--- config.mk ---
export PLATFORM = sky130hd
export DESIGN_NAME = demux_sched_1to4
export DESIGN_NICKNAME = d
export VERILOG_FILES = /design/src/rtl/demux_sched_1to4_pkg.sv /design/src/rtl/demux_sched_1to4_rr_pick4.sv /design/src/rtl/demux_sched_1to4.sv
export SDC_FILE = /design/constraint.sdc
export NUM_CORES = 1
export LEC_CHECK = 0
export CAP_MARGIN = 10
export CORE_ASPECT_RATIO = 0.8
export CORE_MARGIN = 2
export CORE_UTILIZATION = 45
export CTS_BUF_LIST = sky130_fd_sc_hd__clkbuf_2 sky130_fd_sc_hd__clkbuf_4 sky130_fd_sc_hd__clkbuf_8
export CTS_CLUSTER_SIZE = 8
export DETAILED_ROUTE_END_ITERATION = 12
export MAX_ROUTING_LAYER = met4
export PLACE_DENSITY = 0.77
export SLEW_MARGIN = 20
export SYNTH_ARGS = -nofsm -noshare
export SYNTH_HDL_FRONTEND = slang
export SYNTH_SLANG_ARGS = --single-unit
--- constraint.sdc ---
create_clock -name CLK -period 1.4 [get_ports CLK]
set_input_delay 0.14 -clock CLK [delete_from_list [all_inputs] [get_ports CLK]]
set_output_delay 0.14 -clock CLK [all_outputs]
set_load 0.02 [all_outputs]
--- src/rtl/demux_sched_1to4_pkg.sv ---
`default_nettype none
// +------------------------------------------------------------------+
// | demux_sched_1to4_pkg                                             |
// | Shared types and constants for the 1-to-4 demux scheduler.       |
// | Rev 1.0 - initial release                                        |
// +------------------------------------------------------------------+
package demux_sched_1to4_pkg;

    localparam int NCH   = 4;
    localparam int SEL_W = 2;

    typedef enum logic [1:0] {
        IDLE   = 2'd0,
        SELECT = 2'd1,
        XFER   = 2'd2
    } sched_state_t;

endpackage
`default_nettype wire

--- src/rtl/demux_sched_1to4_rr_pick4.sv ---
`default_nettype none
// +------------------------------------------------------------------+
// | rr_pick4                                                         |
// | Combinational round-robin picker: first set mask bit after last. |
// | Rev 1.0 - initial release                                        |
// +------------------------------------------------------------------+
module rr_pick4
    import demux_sched_1to4_pkg::*;
(
    input  logic [NCH-1:0]   mask,
    input  logic [SEL_W-1:0] last,
    output logic [SEL_W-1:0] grant,
    output logic             any
);

    logic w_found;

    // Offsets 1..4 visit last+1, last+2, last+3 and finally last itself.
    always_comb begin
        grant   = last;
        w_found = 1'b0;
        for (int i = 1; i <= NCH; i++) begin
            if (!w_found && mask[last + SEL_W'(i)]) begin
                grant   = last + SEL_W'(i);
                w_found = 1'b1;
            end
        end
    end

    assign any = |mask;

endmodule
`default_nettype wire

--- src/rtl/demux_sched_1to4.sv ---
`default_nettype none
// +------------------------------------------------------------------+
// | demux_sched_1to4                                                 |
// | Round-robin burst scheduler driving a 1-to-4 demux datapath.     |
// | Rev 1.0 - initial release                                        |
// +------------------------------------------------------------------+
module demux_sched_1to4
    import demux_sched_1to4_pkg::*;
#(
    parameter int WIDTH = 1,
    parameter int DWELL = 4,
    parameter int CNT_W = 3
) (
    input  logic             CLK,
    input  logic             RST,
    input  logic [WIDTH-1:0] IN,
    input  logic             IN_VALID,
    output logic             IN_READY,
    input  logic [NCH-1:0]   EN_MASK,
    input  logic [NCH-1:0]   OUT_READY,
    output logic [SEL_W-1:0] SEL,
    output logic [WIDTH-1:0] OUT_DATA,
    output logic [NCH-1:0]   OUT_VALID,
    output logic             BUSY
);

    localparam logic [CNT_W-1:0] c_last_beat = CNT_W'(DWELL - 1);
    localparam logic [NCH-1:0]   c_onehot0   = NCH'(1);

    sched_state_t     r_state;
    logic [SEL_W-1:0] r_sel;
    logic [CNT_W-1:0] r_cnt;
    logic [SEL_W-1:0] w_grant;
    logic             w_any;
    logic             w_xfer;

    rr_pick4 u_pick (
        .mask  (EN_MASK),
        .last  (r_sel),
        .grant (w_grant),
        .any   (w_any)
    );

    assign IN_READY = (r_state == XFER) & EN_MASK[r_sel] & OUT_READY[r_sel];
    assign w_xfer   = IN_VALID & IN_READY;
    assign SEL      = r_sel;

    always_ff @(posedge CLK) begin
        if (RST) begin
            r_state   <= IDLE;
            r_sel     <= 2'b11;
            r_cnt     <= '0;
            OUT_DATA  <= '0;
            OUT_VALID <= '0;
            BUSY      <= 1'b0;
        end else begin
            OUT_VALID <= '0;
            case (r_state)
                IDLE: begin
                    if (w_any) begin
                        r_state <= SELECT;
                        BUSY    <= 1'b1;
                    end
                end
                SELECT: begin
                    if (w_any) begin
                        r_sel   <= w_grant;
                        r_cnt   <= '0;
                        r_state <= XFER;
                    end else begin
                        r_state <= IDLE;
                        BUSY    <= 1'b0;
                    end
                end
                XFER: begin
                    // A dropped enable abandons the burst; no beat is taken.
                    if (!EN_MASK[r_sel]) begin
                        r_state <= SELECT;
                    end else if (w_xfer) begin
                        OUT_DATA  <= IN;
                        OUT_VALID <= c_onehot0 << r_sel;
                        r_cnt     <= r_cnt + 1'b1;
                        if (r_cnt == c_last_beat) begin
                            r_state <= SELECT;
                        end
                    end
                end
                default: begin
                    r_state <= IDLE;
                    BUSY    <= 1'b0;
                end
            endcase
        end
    end

endmodule
`default_nettype wire
Sequential cells grouped by signal name:
Bar = 20 um. Other sequential cells in the stronger grey, the rest of the logic in the fainter grey.
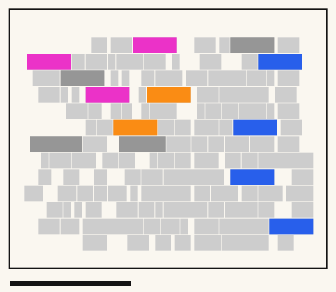
Orange shows r_state, placed flops 2. Blue shows OUT_VALID, placed flops 4. Magenta shows r_cnt, placed flops 3.
Another 4 sequential cells are not coloured.
final cell utilization of the core: 0.7973
area of all sequential standard cells: 265.3 um2
register fraction of the total cell area: 0.1967
Seq power: 0.409 mW

Congestion heat map:
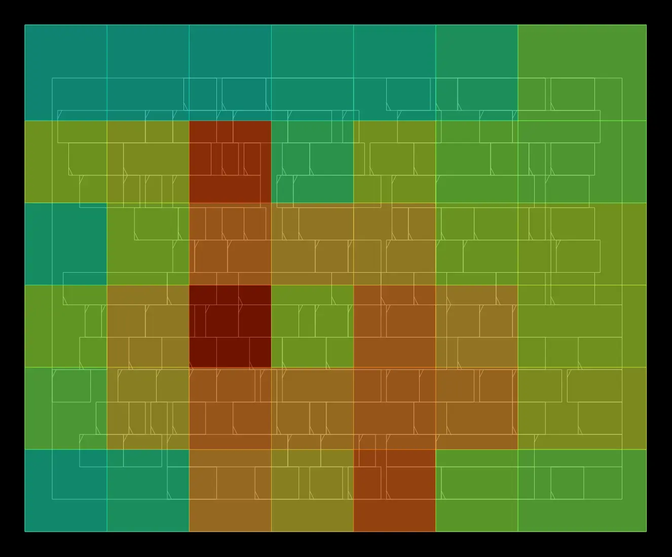
Overall Global Routing Usage: 0.2062
GR Layer Usage met1: 0.2571
met2 usage: 0.3190
post-detailed-route wirelength per cell: 15.57 um

Selected gate families:
Bar = 20 um.
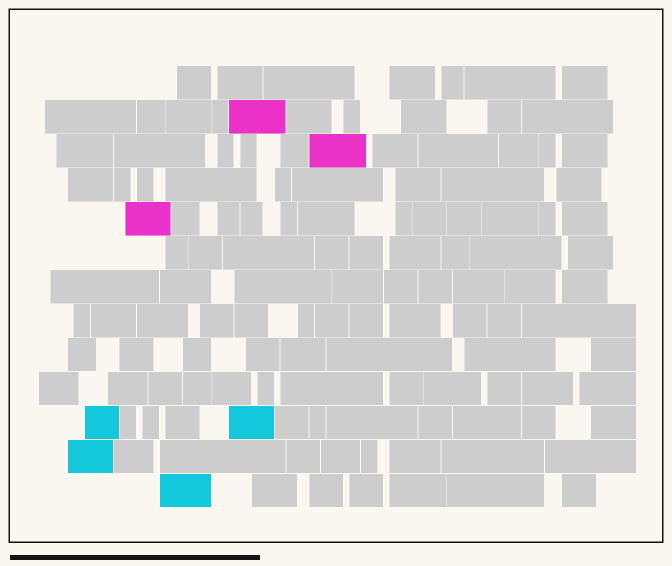
Magenta shows fa/ha/maj cells, cells 3. Cyan shows non-inverting ao/oa cells, cells 4, where lower left.
multi-input gate share of total cell area: 0.4443
number of cells in the finished layout apart from fillers: 149

Sizing map:
Bar = 20 um.
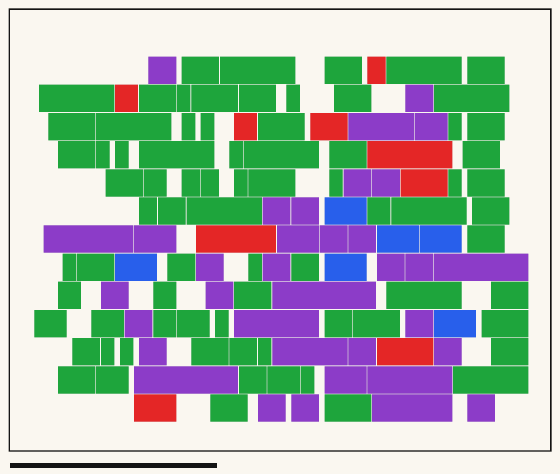
Green shows _0 and _1 cells, cells 77, share 61%. Blue shows _6 and larger, cells 6, share 4.7%. Purple shows _3 and _4 cells, cells 35, share 28%. Red shows _2 cells, cells 9, share 7.1%.
final critical-path setup slack: -0.2320 ns
Repair and plain buffers: 44
synthesis-to-finish area growth: 61.38%

==> out/results.tsv <==
metric	value	unit
result_of_the_run	finished, violations left	
failed_checks	negative setup slack	
drv_slew	0	
ctsLongestPathBuffers	2	
worst_slack	-0.2320	ns
cells_in_synth_stat_txt	83	
insertion_delay	0.29	ns
dr_total_vias	835	
timing.final.crit_period	1.632	ns
root_buffer	clkbuf_4	
critical_path.endpoint_type	output pin	
rows	13	
hold_buffers	0	
dp_hpwl	1504	um
fin_nets	142	
fp.dieW	52.19	um
finalSetupViolCount	13	
timing.final.crit_share	1.166	
critPathRequiredTime	1.26	ns
edf_count	0	
layout_top_cells_excl_fill_tap	19 x buf_4, 12 x clkdlybuf4s50_1, 11 x dfxtp_1	
yosysWarnings	0	
fillCellCount	102	
antenna_cells	0	
post_cts_resized	11	
vdd_drop_max	0.4954	mV
cts_post_setup_buffers_inserted	1	
synthTopCellsByCount	13 x dfxtp_1, 8 x mux2i_1, 8 x nand2_1	
worstHoldPathType	in -> reg	
routed_wirelength	2320	um
reg2reg_slack	-0.18	ns
r2r-start	SEL[0]	
max_cap_violations	0	
skew	0.003733	ns
r2r_cells	7	
p_per_area	787.2	nW/um2
capture_point_of_the_worst_reg_to_reg_path	OUT_VALID[0]	
pin_count_of_the_biggest_net_entering_global_routing	14	
max_freq	612.7	MHz
firstDrtPassIters	4	
io_buffer_count	20	
worst_setup_endpoint	IN_READY	
critical_path_arrival	1.49	ns
synth_top_area_share	0.3114	
cts_tree	done	
unrepaired_setup_endpoints_after_global_routing	true	
asyncSetResetFlopFracSynth	0	
clock_sinks	13	
synth-main-ff-cell	dfxtp_1	
core_util_floorplan	0.4941	
hold-path-endpoint	OUT_DATA	
worstPathMaxFanout	5	
tritoncts.num_buffers	3	
synthCells	83	
worstHoldStart	IN	
hold_viol_final	0	
clock_tree.htree_level_count	1	
synthDistinctLibCells	39	
drtAntennaViolNets	0	
top_level_ports	21	
yosys-top-cells-area	dfxtp_1 31%, mux2i_1 9.6%, a2111oi_2 3.6%	
worstMarginPinSlew	0.4286	ns
area.combinational	599.3	um2
first_iter_violations	13	
synth_area	835.8	um2
## routing by layer
metal,routed length [um],GRT usage,up-vias
met4,40,0.07692,0
met3,139,0.05357,5
met5,0,-,-
met1,988,0.2571,408
met2,1152,0.3190,28
li1,-,-,394
## stage by stage
stage               TNS (ns)  setup slack (ns)  std cells  total power, mW  instance area [um2]
floorplan            -0.3943          -0.07001         83           0.6299                863.3
global placement      -4.124           -0.4463        137           0.7566                 1177
detailed placement    -4.534           -0.4545        137           0.7613                 1177
CTS                   -1.465           -0.2455        142            1.010                 1226
global route          -2.560           -0.2822        149            1.117                 1349
finish                -1.865           -0.2320        149            1.062                 1349
## critical path, cell delays in order (launching register included)
cell and delay, ns:
dfxtp_4 0.38, buf_4 0.15, mux2i_4 0.18, o22ai_4 0.20, and2_4 0.18, buf_6 0.11
## cells by family (layout without fill, tap and decap cells)
logic type / count (synthesis) / after routing / share of synthesized area
buffers and inverters: 9 / 53 / 0.05987
flip-flops: 13 / 13 / 0.3114
multiplexers: 9 / 9 / 0.1228
adder cells (fa/ha/maj): 3 / 3 / 0.04191
AND/OR/NAND/NOR: 36 / 36 / 0.3099
AND-OR/OR-AND: 13 / 13 / 0.1542
## layout make-up
class                           count  area share
Sequential cell                    13      0.1967
Timing Repair Buffer               44      0.3043
Multi-Input combinational cell     61      0.4443
Clock buffer                        3     0.01670
Inverter                            5     0.01391
Clock inverter                      1    0.003711
Tap cell                           22     0.02041
## where the power goes
part           switching, mW  internal, mW  leakage, nW  total [mW]
Combinational          0.190         0.224        0.508       0.413
Clock                  0.133         0.106       0.0177       0.240
Sequential            0.0176         0.391        0.106       0.409
Total                  0.341         0.721        0.631        1.06
## registers in the layout, summed over array words and instances (netlist names)
name	flops
OUT_DATA	1
r_cnt	3
OUT_VALID	4
r_state	2
BUSY	1
SEL	2
Power figures rest on the tool's default switching activity, not on a simulated workload.
